[src/rtl/count_sweep_ctrl_if.sv]
// Control bus between count_sweep_ctrl and the 4-bit up/down counter.
//   load    : parallel-load datain into the counter
//   ce      : count enable
//   dir     : 0 = count up, 1 = count down
//   datain  : value loaded when load is high
//   cuenta  : counter output, read back by the controller
// master = controller side, slave = counter side.
interface count_sweep_ctrl_if #(
  parameter int WIDTH = 4
);
  logic             load;
  logic             ce;
  logic             dir;
  logic [WIDTH-1:0] datain;
  logic [WIDTH-1:0] cuenta;

  modport master (
    output load,
    output ce,
    output dir,
    output datain,
    input  cuenta
  );

  modport slave (
    input  load,
    input  ce,
    input  dir,
    input  datain,
    output cuenta
  );
endinterface

[src/rtl/count_sweep_ctrl.sv]
// Sweep controller for the 4-bit up/down counter. After an accepted start it
// loads the counter with lim_lo, then sweeps lim_lo -> lim_hi -> lim_lo for the
// requested number of passes, checking the counter output against a shadow
// count on every cycle and aborting with a sticky err on any disagreement.
// Ports:
//   clk     : rising-edge clock shared with the counter
//   reset   : asynchronous, active-low; clears all state
//   start   : sweep request, honoured only while idle
//   lim_lo  : lower bound, latched on accepted start
//   lim_hi  : upper bound, latched on accepted start
//   passes  : number of full lo->hi->lo passes, latched on accepted start
//   cnt     : counter control bus (load/ce/dir/datain out, cuenta in)
//   busy    : high from accepted start until done or abort
//   done    : one-cycle pulse when the final pass completes
//   err     : sticky error, cleared by reset or by the next accepted start
module count_sweep_ctrl #(
  parameter int WIDTH  = 4,
  parameter int CE_DIV = 1
) (
  input  logic               clk,
  input  logic               reset,
  input  logic               start,
  input  logic [WIDTH-1:0]   lim_lo,
  input  logic [WIDTH-1:0]   lim_hi,
  input  logic [3:0]         passes,
  count_sweep_ctrl_if.master cnt,
  output logic               busy,
  output logic               done,
  output logic               err
);

  typedef enum logic [2:0] {
    IDLE,
    LOAD,
    CHK,
    UP,
    DOWN,
    DONE
  } state_t;

  localparam logic [7:0]       PRE_LAST = 8'(CE_DIV - 1);
  localparam logic [WIDTH-1:0] ONE      = WIDTH'(1);

  state_t           state;
  logic [WIDTH-1:0] lo_q;
  logic [WIDTH-1:0] hi_q;
  logic [3:0]       pass_q;
  logic [WIDTH-1:0] exp_q;
  logic [7:0]       pre_q;
  logic [7:0]       pre_nxt;

  // pre_q is the position of the current cycle inside the ce period; ce is
  // registered, so it is computed from the position of the next cycle.
  always_comb begin
    pre_nxt = (pre_q == PRE_LAST) ? 8'd0 : pre_q + 8'd1;
  end

  // Single FSM with registered outputs. exp_q follows the counter on the same
  // edge the counter acts on load/ce, so cuenta must equal exp_q every cycle.
  always_ff @(posedge clk or negedge reset) begin
    if (!reset) begin
      state      <= IDLE;
      lo_q       <= '0;
      hi_q       <= '0;
      pass_q     <= '0;
      exp_q      <= '0;
      pre_q      <= '0;
      cnt.load   <= 1'b0;
      cnt.ce     <= 1'b0;
      cnt.dir    <= 1'b0;
      cnt.datain <= '0;
      busy       <= 1'b0;
      done       <= 1'b0;
      err        <= 1'b0;
    end else begin
      cnt.load <= 1'b0;
      done     <= 1'b0;
      case (state)
        IDLE: begin
          if (start) begin
            lo_q   <= lim_lo;
            hi_q   <= lim_hi;
            pass_q <= passes;
            err    <= 1'b0;
            // An empty range or zero passes is rejected without touching the
            // counter; wrap-around can therefore never be commanded.
            if ((lim_lo >= lim_hi) || (passes == 4'd0)) begin
              err <= 1'b1;
            end else begin
              state      <= LOAD;
              busy       <= 1'b1;
              cnt.load   <= 1'b1;
              cnt.datain <= lim_lo;
              exp_q      <= lim_lo;
            end
          end
        end

        LOAD: begin
          state <= CHK;
        end

        CHK, UP, DOWN: begin
          if (cnt.cuenta != exp_q) begin
            err    <= 1'b1;
            busy   <= 1'b0;
            cnt.ce <= 1'b0;
            state  <= IDLE;
          end else if (state == CHK) begin
            // Prescaler restarts here so the first ce lands CE_DIV cycles
            // into UP.
            state   <= UP;
            cnt.dir <= 1'b0;
            pre_q   <= 8'd0;
            cnt.ce  <= (PRE_LAST == 8'd0);
          end else begin
            pre_q  <= pre_nxt;
            cnt.ce <= (pre_nxt == PRE_LAST);
            if (cnt.ce) begin
              if (state == UP) begin
                exp_q <= exp_q + ONE;
                if (exp_q == hi_q - ONE) begin
                  state   <= DOWN;
                  cnt.dir <= 1'b1;
                end
              end else begin
                exp_q <= exp_q - ONE;
                if (exp_q == lo_q + ONE) begin
                  pass_q <= pass_q - 4'd1;
                  if (pass_q == 4'd1) begin
                    state  <= DONE;
                    cnt.ce <= 1'b0;
                    done   <= 1'b1;
                    busy   <= 1'b0;
                  end else begin
                    state   <= UP;
                    cnt.dir <= 1'b0;
                  end
                end
              end
            end
          end
        end

        DONE: begin
          state <= IDLE;
        end

        default: begin
          state <= IDLE;
        end
      endcase
    end
  end

endmodule

[src/flat_wrapper.sv]
// flat-port wrapper written by rule: the top's interface ports become plain ports
module count_sweep_ctrl_flat 
#(
  parameter int WIDTH  = 4,
  parameter int CE_DIV = 1
)
  (clk, reset, start, lim_lo, lim_hi, passes, busy, done, err, cnt_load, cnt_ce, cnt_dir, cnt_datain, cnt_cuenta);
  count_sweep_ctrl_if #(.WIDTH(WIDTH)) cnt_i ();
  input  logic clk;
  input  logic reset;
  input  logic start;
  input  logic [WIDTH-1:0] lim_lo;
  input  logic [WIDTH-1:0] lim_hi;
  input  logic [3:0] passes;
  output logic busy;
  output logic done;
  output logic err;
  output wire logic [$bits(cnt_i.load)-1:0] cnt_load;
  output wire logic [$bits(cnt_i.ce)-1:0] cnt_ce;
  output wire logic [$bits(cnt_i.dir)-1:0] cnt_dir;
  output wire logic [$bits(cnt_i.datain)-1:0] cnt_datain;
  input wire logic [$bits(cnt_i.cuenta)-1:0] cnt_cuenta;
  assign cnt_load = cnt_i.load;
  assign cnt_ce = cnt_i.ce;
  assign cnt_dir = cnt_i.dir;
  assign cnt_datain = cnt_i.datain;
  assign cnt_i.cuenta = cnt_cuenta;
  count_sweep_ctrl #(.WIDTH(WIDTH), .CE_DIV(CE_DIV)) u_core (.clk(clk), .reset(reset), .start(start), .lim_lo(lim_lo), .lim_hi(lim_hi), .passes(passes), .cnt(cnt_i), .busy(busy), .done(done), .err(err));
endmodule
[config.mk]
export PLATFORM = sky130hd
export DESIGN_NAME = count_sweep_ctrl_flat
export DESIGN_NICKNAME = d
export VERILOG_FILES = /design/src/rtl/count_sweep_ctrl_if.sv /design/src/rtl/count_sweep_ctrl.sv /design/src/flat_wrapper.sv
export SDC_FILE = /design/constraint.sdc
export NUM_CORES = 1
export LEC_CHECK = 0
export CORE_MARGIN = 4
export CORE_UTILIZATION = 32
export CTS_CLUSTER_DIAMETER = 30
export DETAILED_ROUTE_END_ITERATION = 7
export PLACE_DENSITY = 0.58
export SLEW_MARGIN = 20
export SYNTH_ARGS = -nofsm -noshare
export SYNTH_HDL_FRONTEND = slang
export SYNTH_SLANG_ARGS = --single-unit
[constraint.sdc]
create_clock -name clk -period 3.1 [get_ports clk]
set_input_delay 0.465 -clock clk [delete_from_list [all_inputs] [get_ports clk]]
set_output_delay 0.465 -clock clk [all_outputs]
set_load 0.02 [all_outputs]
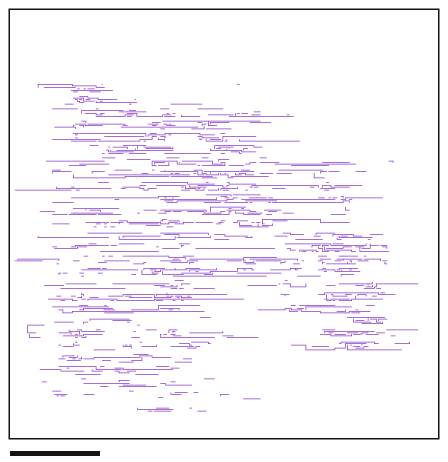
Figure 1: run 1, signal wires on met1.
Scale bar: 20 µm.
- wire length on this layer: 2,590 µm
- longest straight run: 29.2 µm
- main direction: horizontal
- nets with wire on the layer: 280
- share of all routed wire: 47%
total number of vias: 1,960
WL final: 5520 µm

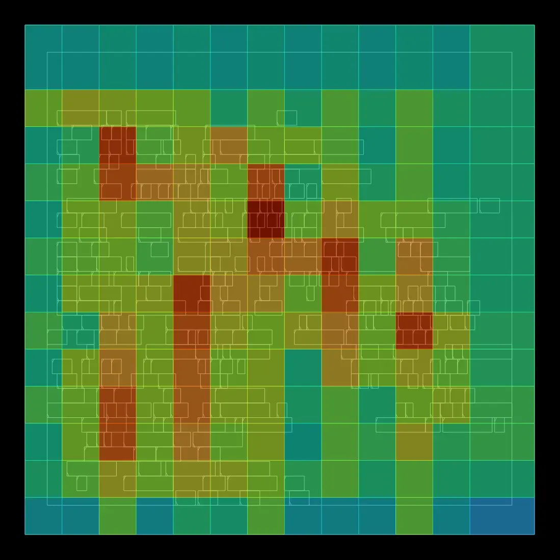
Figure 2: run 1, routing congestion map.
post-layout util: 39.8%
met2 Use GR: 21.6%

==> results.yml, run 1 <==
# yosys + openroad results
status:
  status: "finished, final reports clean"
clocking:
  clk_pin_slew_worst_paths_ns: 0.08
  cts_resized: 0
  cts_tree: "done"
  cts_inserted_buffers: 5
timing:
  finalCritPeriodShare_pct: 82.7
  slew_headroom_pct: 42.8
  finalCriticalPeriod_ns: 2.57
  setup_violations: 0
  final_max_slew_viol_count: 0
  rsz0062_at_grt: "no"
  finalHoldViolations: 0
  whs_ns: 0.281
  finClkSkew_ns: 0.00889
job:
  maxCapViolCount: 0
worst_setup_path:
  crit_arrival_ns: 2.75
  path_buffers: 3
  cp.depth: 10
  cp-end-kind: "flop"
  critPathMaxFanout: 4
  required_ns: 3.29
power_and_ir_drop:
  swShare_pct: 39.9
  power.internal_mw: 1.43
  peakVddDrop_v: 0.000382
  maxPowerGroup: "combinational cells"
finish:
  inverters: 14
  fin_area_um2: 2900
  antenna_cells: 0
  largest_reg_flops: 8
  regArea_um2: 926
drt:
  remaining_drc_errors: 0
  viasPerCell: 5.05
  ant_nets: 0
  wl_met1_um: 2590
floorplanning:
  taps: 99
placed_design:
  place_area_um2: 2790
  gp_congestion: 0.888
hold_path:
  hold_class: "input port to asynchronous set/reset pin"
synth:
  yosysUniqueCellTypes: 49
  synth_area_um2: 2410
  syn_inst: 260
grt:
  top_usage_layer: "met2"
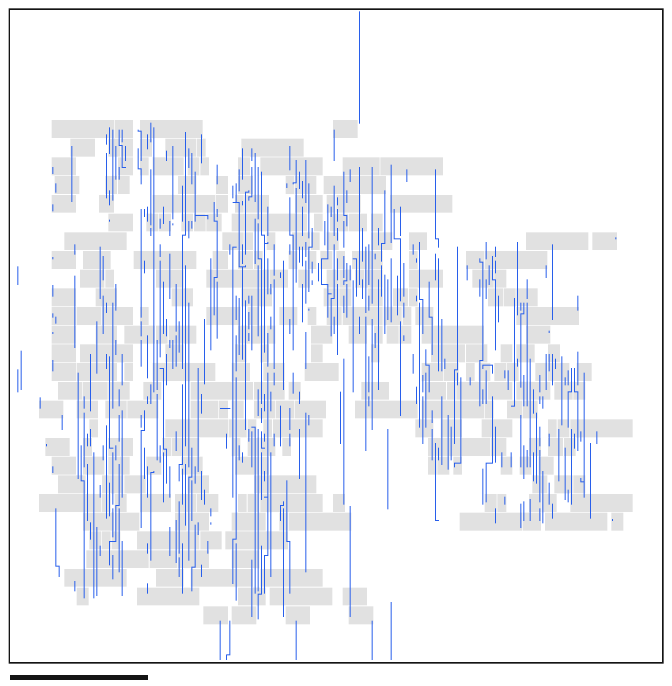
Figure 3: run 1, the metal 2 layer.
Scale bar: 20 µm. Cells faint in the background.
- nets with wire on the layer: 263
- wire length on this layer: 2,610 µm
- longest straight run: 38.4 µm
- share of all routed wire: 47%
- main direction: vertical

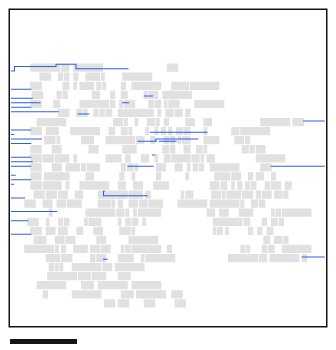
Figure 4: run 1, M3 wires.
Scale bar: 20 µm. Cells faint in the background.
- nets with wire on the layer: 30
- longest straight run: 17.0 µm
- share of all routed wire: 4.6%
- main direction: horizontal
- wire length on this layer: 255 µm
M3 GR Usage: 3.19%

Figure 5. Cell area per tile (run 1).
9 x 9 tiles, from white (low) to dark blue (high), 0 to 100% covered.
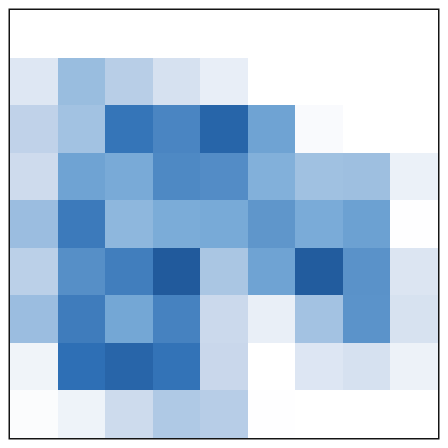

==> run 1 -> run 2 <==
Settings changed: PLACE_DENSITY 0.58 to 0.6.
Clock period 3.1 ns to 2.15 ns, I/O delays scaled along.
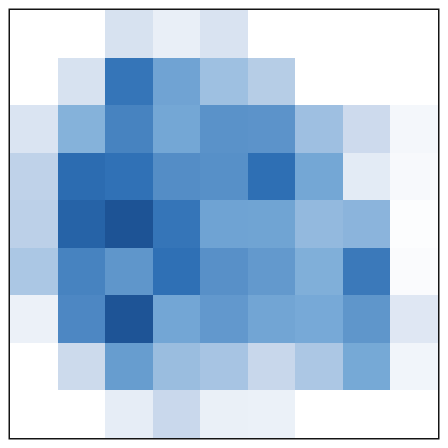
Figure 6: run 2, cell area per tile.
9 x 9 tiles, from white (low) to dark blue (high), 0 to 100% covered.
- tiles over 75% full: 4.9%
- nearly empty tiles: 21%
- mean over tiles: 34%
- fullest tile: 86%
- emptiest ninth of the die: upper right
fp util: 33.1%
core region area: 7290 µm²
post-layout util: 43.8%

==> run 2 against run 1 <==
Net effect: core utilization increased by 3.9 points; non-clock buffer count increased by 33; critical path depth decreased by 2; routed wire length increased by 7.4%; via count increased by 6.3%; first-iteration DRC count increased by 54%; synthesized cell count unchanged; largest cell class unchanged; largest power group unchanged.
==> results.yml, run 2 <==
# yosys + openroad results
status:
  status: "finished, final reports clean"
timing:
  rsz0062_at_grt: "no"
  setup_violations: 0
  slew_headroom_pct: 43.5
  tightest_slew_ns: 0.847
  finalCritPeriodShare_pct: 95.3
  fin_ws_ns: 0.100
  finClkSkew_ns: 0.00722
  final_max_slew_viol_count: 0
  finalCriticalPeriod_ns: 2.05
  finalHoldViolations: 0
finish:
  inverters: 14
  regArea_um2: 928
  fin_area_um2: 3190
  synthToLayoutAreaGrowth_pct: 32.3
  largest_reg_flops: 8
  seq-cell-share_pct: 29.1
clocking:
  clk_pin_slew_worst_paths_ns: 0.08
  cts_inserted_buffers: 5
  cts_tree: "done"
  cts_resized: 6
grt:
  grt_pass1_wl_um: 10200
  globalRouteMet2Util_pct: 23.8
  top_usage_layer: "met2"
  use_met3_pct: 2.95
job:
  maxCapViolCount: 0
drt:
  vias: 2084
  remaining_drc_errors: 0
  ant_nets: 0
  drt_wl_total_um: 5930
  drt_first_pass_iters: 4
  wl_met1_um: 2740
  viasPerCell: 4.96
  wl_met3_um: 226
power_and_ir_drop:
  peakVddDrop_v: 0.000629
  power.internal_mw: 2.17
  swShare_pct: 39.7
  maxPowerGroup: "combinational cells"
worst_setup_path:
  cp-end-kind: "flop"
  crit_arrival_ns: 2.24
  required_ns: 2.34
  cp.depth: 8
  worstSetupStartpoint: "lim_hi[1]"
  critPathMaxFanout: 5
  rrSetupSlack_ns: 0.16
  rr_worst_depth: 7
hold_path:
  hold_class: "input port to asynchronous set/reset pin"
synth:
  topCellsByArea: "dfrtp_1 38%, ha_1 6.2%, mux2_2 4.7%"
  yosysUniqueCellTypes: 49
  synthFlopType: "dfrtp_1"
  synth_area_um2: 2410
  syn_inst: 260
floorplanning:
  taps: 99
placed_design:
  gp_congestion: 0.800
  port_buffers: 28
  place_area_um2: 3030
==> run 2 -> run 3 <==
Settings changed: CAP_MARGIN set to 20.
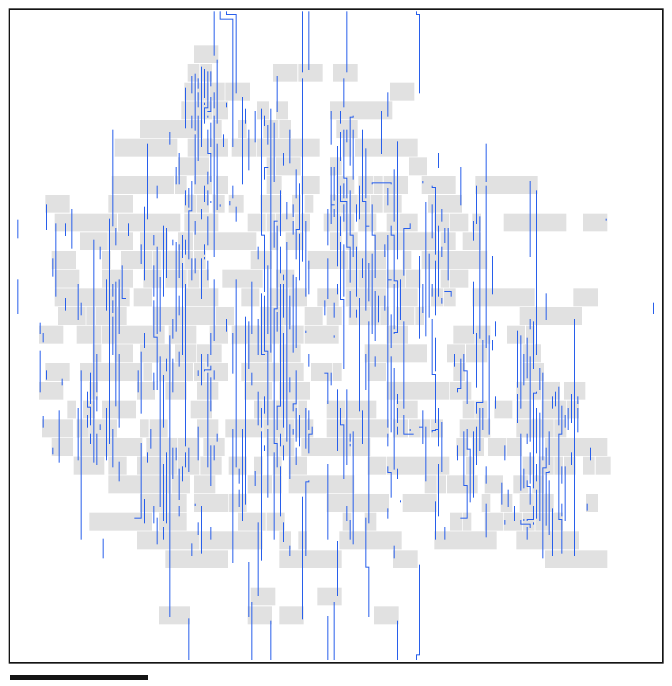
Figure 7: run 3, the metal 2 layer.
Scale bar: 20 µm. Cells faint in the background.
met2 Use GR: 23.8%
total number of vias: 2,084
WL final: 5930 µm

==> run 3 against run 2 <==
Net effect: area after synthesis unchanged; power unchanged; via count unchanged; worst hold slack unchanged; routed wire length unchanged; synthesized cell count unchanged; critical path depth unchanged; critical path type unchanged; largest power group unchanged; highest routed layer unchanged.
==> results.yml, run 3 <==
# yosys + openroad results
drt:
  remaining_drc_errors: 0
  ant_nets: 0
  wl_met1_um: 2740
  wl_met3_um: 226
  viasPerCell: 4.96
timing:
  finalCriticalPeriod_ns: 2.05
  fin_ws_ns: 0.100
  rsz0062_at_grt: "no"
  finalHoldViolations: 0
  finalCritPeriodShare_pct: 95.3
  whs_ns: 0.125
  finClkSkew_ns: 0.00722
worst_setup_path:
  required_ns: 2.34
  cp-end-kind: "flop"
  path_buffers: 3
  critPathMaxFanout: 5
  rr_worst_depth: 7
  rrSetupSlack_ns: 0.16
  crit_arrival_ns: 2.24
power_and_ir_drop:
  power.internal_mw: 2.17
synth:
  synth_area_um2: 2410
  topCellsByArea: "dfrtp_1 38%, ha_1 6.2%, mux2_2 4.7%"
status:
  status: "finished, final reports clean"
grt:
  grt_pass1_wl_um: 10200
finish:
  fin_area_um2: 3190
  antenna_cells: 0
  seq-cell-share_pct: 29.1
  regArea_um2: 928
  final_core_util_pct: 43.8
clocking:
  cts_inserted_buffers: 5
  cts_tree: "done"
  clk_pin_slew_worst_paths_ns: 0.08
placed_design:
  gp_congestion: 0.800
job:
  maxCapViolCount: 0
hold_path:
  hold_class: "input port to asynchronous set/reset pin"
Power is estimated from default activity; no workload was simulated.
